### src/rtl/fetch_ctrl.sv
// Instruction fetch controller: IDLE/FETCH/DRAIN sequencer feeding a one-entry
// valid/ready output register. Define FETCH_REDIRECT_EN to add the PC redirect port.
module fetch_ctrl #(
  parameter int MEM_DEPTH = 128,
  parameter int RESET_PC  = 0
) (
  input  logic        clk,
  input  logic        rst_n,
  input  logic        start,
  input  logic        halt,
`ifdef FETCH_REDIRECT_EN
  input  logic        redirect_valid,
  input  logic [31:0] redirect_pc,
`endif
  output logic [31:0] mem_addr,
  input  logic [31:0] mem_data,
  output logic        if_valid,
  input  logic        if_ready,
  output logic [31:0] if_instr,
  output logic [31:0] if_pc,
  output logic        busy,
  output logic [31:0] fetch_count
);

  localparam int AW = $clog2(MEM_DEPTH);
  localparam logic [AW-1:0] PC_INIT = AW'(RESET_PC % MEM_DEPTH);

  localparam logic [1:0] S_IDLE  = 2'd0;
  localparam logic [1:0] S_FETCH = 2'd1;
  localparam logic [1:0] S_DRAIN = 2'd2;

  logic [1:0]    state, state_nxt;
  logic [AW-1:0] pc;
  logic          redir;
  logic          xfer;
  logic          capture;

  assign busy     = (state == S_FETCH) || (state == S_DRAIN);
  assign mem_addr = 32'(pc);

`ifdef FETCH_REDIRECT_EN
  logic [AW-1:0] redir_pc;
  logic          unused_redir_bits;
  assign redir             = busy & redirect_valid;
  assign redir_pc          = redirect_pc[AW-1:0];
  assign unused_redir_bits = ^redirect_pc[31:AW];
`else
  assign redir = 1'b0;
`endif

  // A redirect flushes the held word, so it must not also count as a transfer.
  assign xfer    = if_valid & if_ready & ~redir;
  assign capture = (state == S_FETCH) & ~redir & ~halt & (~if_valid | xfer);

  always_comb begin
    state_nxt = state;
    case (state)
      S_IDLE:  if (start) state_nxt = S_FETCH;
      S_FETCH: begin
        if (redir)     state_nxt = S_FETCH;
        else if (halt) state_nxt = S_DRAIN;
      end
      S_DRAIN: begin
        if (redir)                  state_nxt = S_FETCH;
        else if (!if_valid || xfer) state_nxt = S_IDLE;
      end
      default: state_nxt = S_IDLE;
    endcase
  end

  // NOTE: all state uses non-blocking assignments so every register samples the
  // pre-edge values of the others, independent of statement order.
  always_ff @(posedge clk or negedge rst_n) begin
    if (!rst_n) begin
      state       <= S_IDLE;
      pc          <= PC_INIT;
      if_valid    <= 1'b0;
      if_instr    <= '0;
      if_pc       <= '0;
      fetch_count <= '0;
    end else begin
      state <= state_nxt;
      if (redir) begin
`ifdef FETCH_REDIRECT_EN
        pc       <= redir_pc;
`endif
        if_valid <= 1'b0;
      end else if (capture) begin
        if_instr <= mem_data;
        if_pc    <= 32'(pc);
        if_valid <= 1'b1;
        pc       <= pc + AW'(1);
      end else if (xfer) begin
        if_valid <= 1'b0;
      end
      if (xfer) fetch_count <= fetch_count + 32'd1;
    end
  end

endmodule
### config.mk
export PLATFORM = sky130hd
export DESIGN_NAME = fetch_ctrl
export DESIGN_NICKNAME = d
export VERILOG_FILES = /design/src/rtl/fetch_ctrl.sv
export SDC_FILE = /design/constraint.sdc
export NUM_CORES = 1
export LEC_CHECK = 0
export CAP_MARGIN = 30
export CORE_MARGIN = 4
export CORE_UTILIZATION = 39
export CTS_CLUSTER_SIZE = 14
export DETAILED_ROUTE_END_ITERATION = 12
export MAX_ROUTING_LAYER = met4
export PLACE_DENSITY_LB_ADDON = 0.08
export SLEW_MARGIN = 20
export SYNTH_ARGS = -nofsm -noshare
export SYNTH_HDL_FRONTEND = slang
export SYNTH_SLANG_ARGS = --single-unit
### constraint.sdc
create_clock -name clk -period 5.1 [get_ports clk]
set_clock_uncertainty 0.15 [all_clocks]
set_input_delay 1.02 -clock clk [delete_from_list [all_inputs] [get_ports clk]]
set_output_delay 1.02 -clock clk [all_outputs]
set_load 0.05 [all_outputs]
M1 wires:
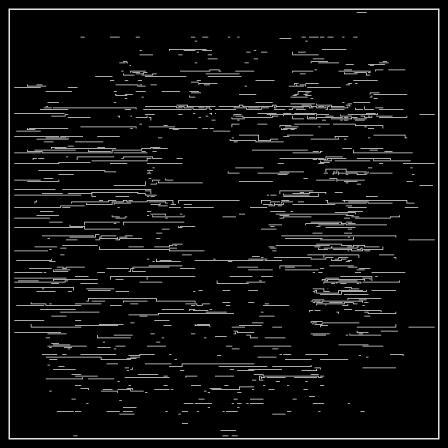
- share of all routed wire: 42%
- wire length on this layer: 3340 um
- longest straight run: 28.5 um
- main direction: horizontal
Post-Route WL: 7980 um
met1 Usage GRT: 0.181

Signal wires on met2:
Scale bar: 20 um.
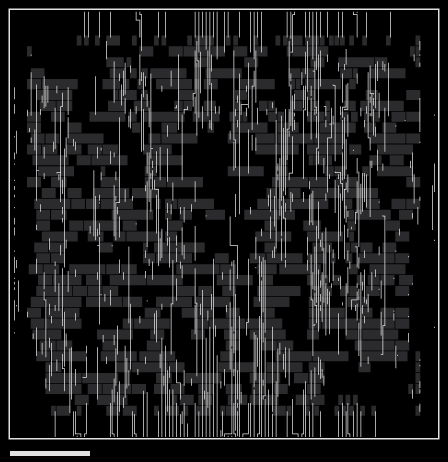
- longest straight run: 44.4 um
- wire length on this layer: 3970 um
- nets with wire on the layer: 438
- share of all routed wire: 50%
met2 Resource Use GR: 0.220
via count: 2528

Met3 routing:
Scale bar: 20 um.
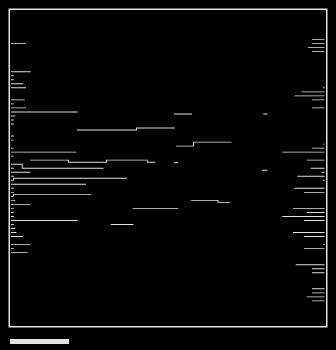
- longest straight run: 38.2 um
- nets with wire on the layer: 76
- wire length on this layer: 602 um
- share of all routed wire: 7.5%
met3 global-route usage: 0.0560

[synthesized netlist by cell type (all sizes together), types with 4 or more instances]
cell / count / share of area
and3: 8 / 0.013
mux2: 42 / 0.12
nor2: 6 / 0.0066
xnor2: 25 / 0.057
xor2: 12 / 0.028
nand4: 14 / 0.027
dfrtp: 81 / 0.53
nand3: 12 / 0.016
buf: 56 / 0.11
nor3: 6 / 0.0079
and4: 5 / 0.012
nand2: 13 / 0.013
inv: 7 / 0.0069
ha: 6 / 0.020
nor4: 4 / 0.012
[per-layer routing]
metal	part of all wire	vias up	track usage	wire length (um)
met5	0	-	-	0
met4	0.0081	0	0.0338	65
met3	0.075	7	0.0560	601
met2	0.50	88	0.220	3970
met1	0.42	1234	0.181	3340
li1	-	1199	-	-
[how the worst min path moves through the flow]
stage / startpoint / endpoint / slack [ns]
2_1_floorplan: state[1] / state[1] / 0.36
3_3_place_gp: fetch_count[31] / fetch_count[31] / 0.31
3_5_place_dp: fetch_count[31] / fetch_count[31] / 0.32
4_1_cts: fetch_count[31] / fetch_count[31] / 0.33
5_1_grt: fetch_count[31] / fetch_count[31] / 0.37
6_report: fetch_count[31] / fetch_count[31] / 0.32
[layout make-up]
type,count,share of cell area
tap,129,0.0312
multi-input combinational,213,0.296
sequential,81,0.392
timing repair buffer,118,0.231
clock inverter,5,0.0201
clock buffer,11,0.0254
inverter,7,0.00508
[flip-flops by register name, summed over array words and instances, names as in the netlist]
name	count
fetch_count	32
if_instr	32
if_pc	7
if_valid	1
pc	7
state	2
[placed cells by master, fill, tap and decap left out, drive strengths merged, types with 8 or more instances in the layout]
master,Yosys,routed
clkdlybuf4s50,0,115
dfrtp,81,81
conb,1,50
mux2,42,42
xnor2,25,25
nand4,14,14
nand2,13,13
xor2,12,12
nand3,12,12
clkbuf,0,11
and3,8,8
==> impl_metrics.env <==
# source this file to load flow results
export IMPL_status="finished clean"
export IMPL_crit_slowest_cell="clkdlybuf4s50_1"
export IMPL_cp_cell_sequence="inv_1 > ha_1 > clkdlybuf4s50_1"
export IMPL_cp_required_ns=3.93
export IMPL_setup_worst_path_start_class="flip-flop"
export IMPL_dpl_cell_area_sq_mm=0.00494
export IMPL_hold_slack_ns=0.320
export IMPL_simple_gate_area_frac=0.117
export IMPL_synthAoiAreaFrac=0.00525
export IMPL_xor_share=0.0849
export IMPL_period_needed_ns=3.05
export IMPL_clk_latency_ns=0.34
export IMPL_drt_iter0_drc=45
export IMPL_ys_warn_count=0
export IMPL_finalClockPeriodUsage=0.598
export IMPL_io_buffers=116
export IMPL_synth_flops=81
export IMPL_nFillCells=829
export IMPL_async_flop_share=1.00
export IMPL_grt_max_degree=57
export IMPL_finalSetupTns_ns=0
export IMPL_swShare=0.444
export IMPL_ys_chip_area_sq_mm=0.00381
export IMPL_power_leader="combinational cells"
export IMPL_ys_sh_adder=0.0197
export IMPL_ctsResizeCount=0
export IMPL_numCtsBuffers=9
export IMPL_ir_drop_uv=413
export IMPL_coreArea_sq_mm=0.00937
export IMPL_final_cells=564
export IMPL_ys_cells=308
export IMPL_placed_cells=548
export IMPL_nNetsFinal=473
export IMPL_synth_area_sq_mm=0.00381
export IMPL_dr_pass1_iters=4
export IMPL_grt_pass1_wl_um=12600
export IMPL_rsz0062_at_grt="no"
export IMPL_clk_pin_slew_ns=0.08
export IMPL_r2r_start="state[1]"
export IMPL_gp_congestion=0.793
export IMPL_synth_avg_cell_area_sq_um=12.4
export IMPL_grt_overflow=0
export IMPL_hold_violations=0
export IMPL_antenna_found_initial=0
export IMPL_internal_power_mw=1.70
export IMPL_ys_types=29
export IMPL_rr_worst_depth=6
export IMPL_hpwl_um=5960
export IMPL_core_rowCount=35
export IMPL_cp_max_fo=4
export IMPL_die_width_um=107
export IMPL_flop_cell="dfrtp_1"
export IMPL_cts_tree="done"
export IMPL_critPathKind="reg -> out"
export IMPL_post_cts_buffers=0
export IMPL_syn2layout_area_growth_pct=35.7
export IMPL_design_area_sq_mm=0.00518
export IMPL_ys_sh_mux=0.124
export IMPL_diodes=0
export IMPL_hold_class="reg -> reg"
export IMPL_hold_buffers=0
export IMPL_slew_headroom=0.554
export IMPL_grt_pass1_vias=2525
export IMPL_synth_seq_share=0.531
export IMPL_setup_violations=0
export IMPL_p_seq_uw=979
export IMPL_max_stage_delay_ns=0.79
export IMPL_final_util=0.552
export IMPL_die_h_um=107
export IMPL_path_buffers=2
export IMPL_syn_inst=308
export IMPL_cp_top_family="buffers and inverters"
export IMPL_dpl_worst_slack_ns=1.82
export IMPL_pg_clk_uw=550
export IMPL_startpoint="state[0]"
export IMPL_power_share_combinational=0.501
export IMPL_p_leak_nw=2.29
export IMPL_endpoint_kind="output pin"
export IMPL_cp_arrival_ns=1.88
export IMPL_sequentialPowerShare=0.320
export IMPL_ios=167
export IMPL_power_mw=3.06
export IMPL_p_per_area_mw_per_mm2=592
export IMPL_final_layout_size_suffix_gt1_frac=0.152
export IMPL_switchingPower_mw=1.36
export IMPL_min_path_cells=1
export IMPL_cts_sinks=81
export IMPL_clkPwrFrac=0.180
export IMPL_edf_count=0
export IMPL_cts_root_buf="clkbuf_8"
export IMPL_clock_fmax_mhz=328
export IMPL_ant_nets=0
export IMPL_drc=0
export IMPL_clk_path_buf_depth=2
export IMPL_grt_use_total=0.144
export IMPL_drv_slew=0
export IMPL_logic_area_sq_mm=0.00153
export IMPL_p_comb_mw=1.53
export IMPL_dieArea_sq_mm=0.0114
export IMPL_initCoreUtil=0.407
export IMPL_htreeDepth=3
export IMPL_timing_rr_end="if_instr[16]"
export IMPL_rrSetupSlack_ns=2.75
export IMPL_crit_path_end="busy"
export IMPL_avgViaCountPerCell=4.48
export IMPL_cap_violations=0
export IMPL_tightestPinTransition_ns=0.664
export IMPL_tool_warnings=29
export IMPL_fin_ws_ns=2.05
export IMPL_cp_num_cells=3
export IMPL_seqCellArea_sq_mm=0.00203
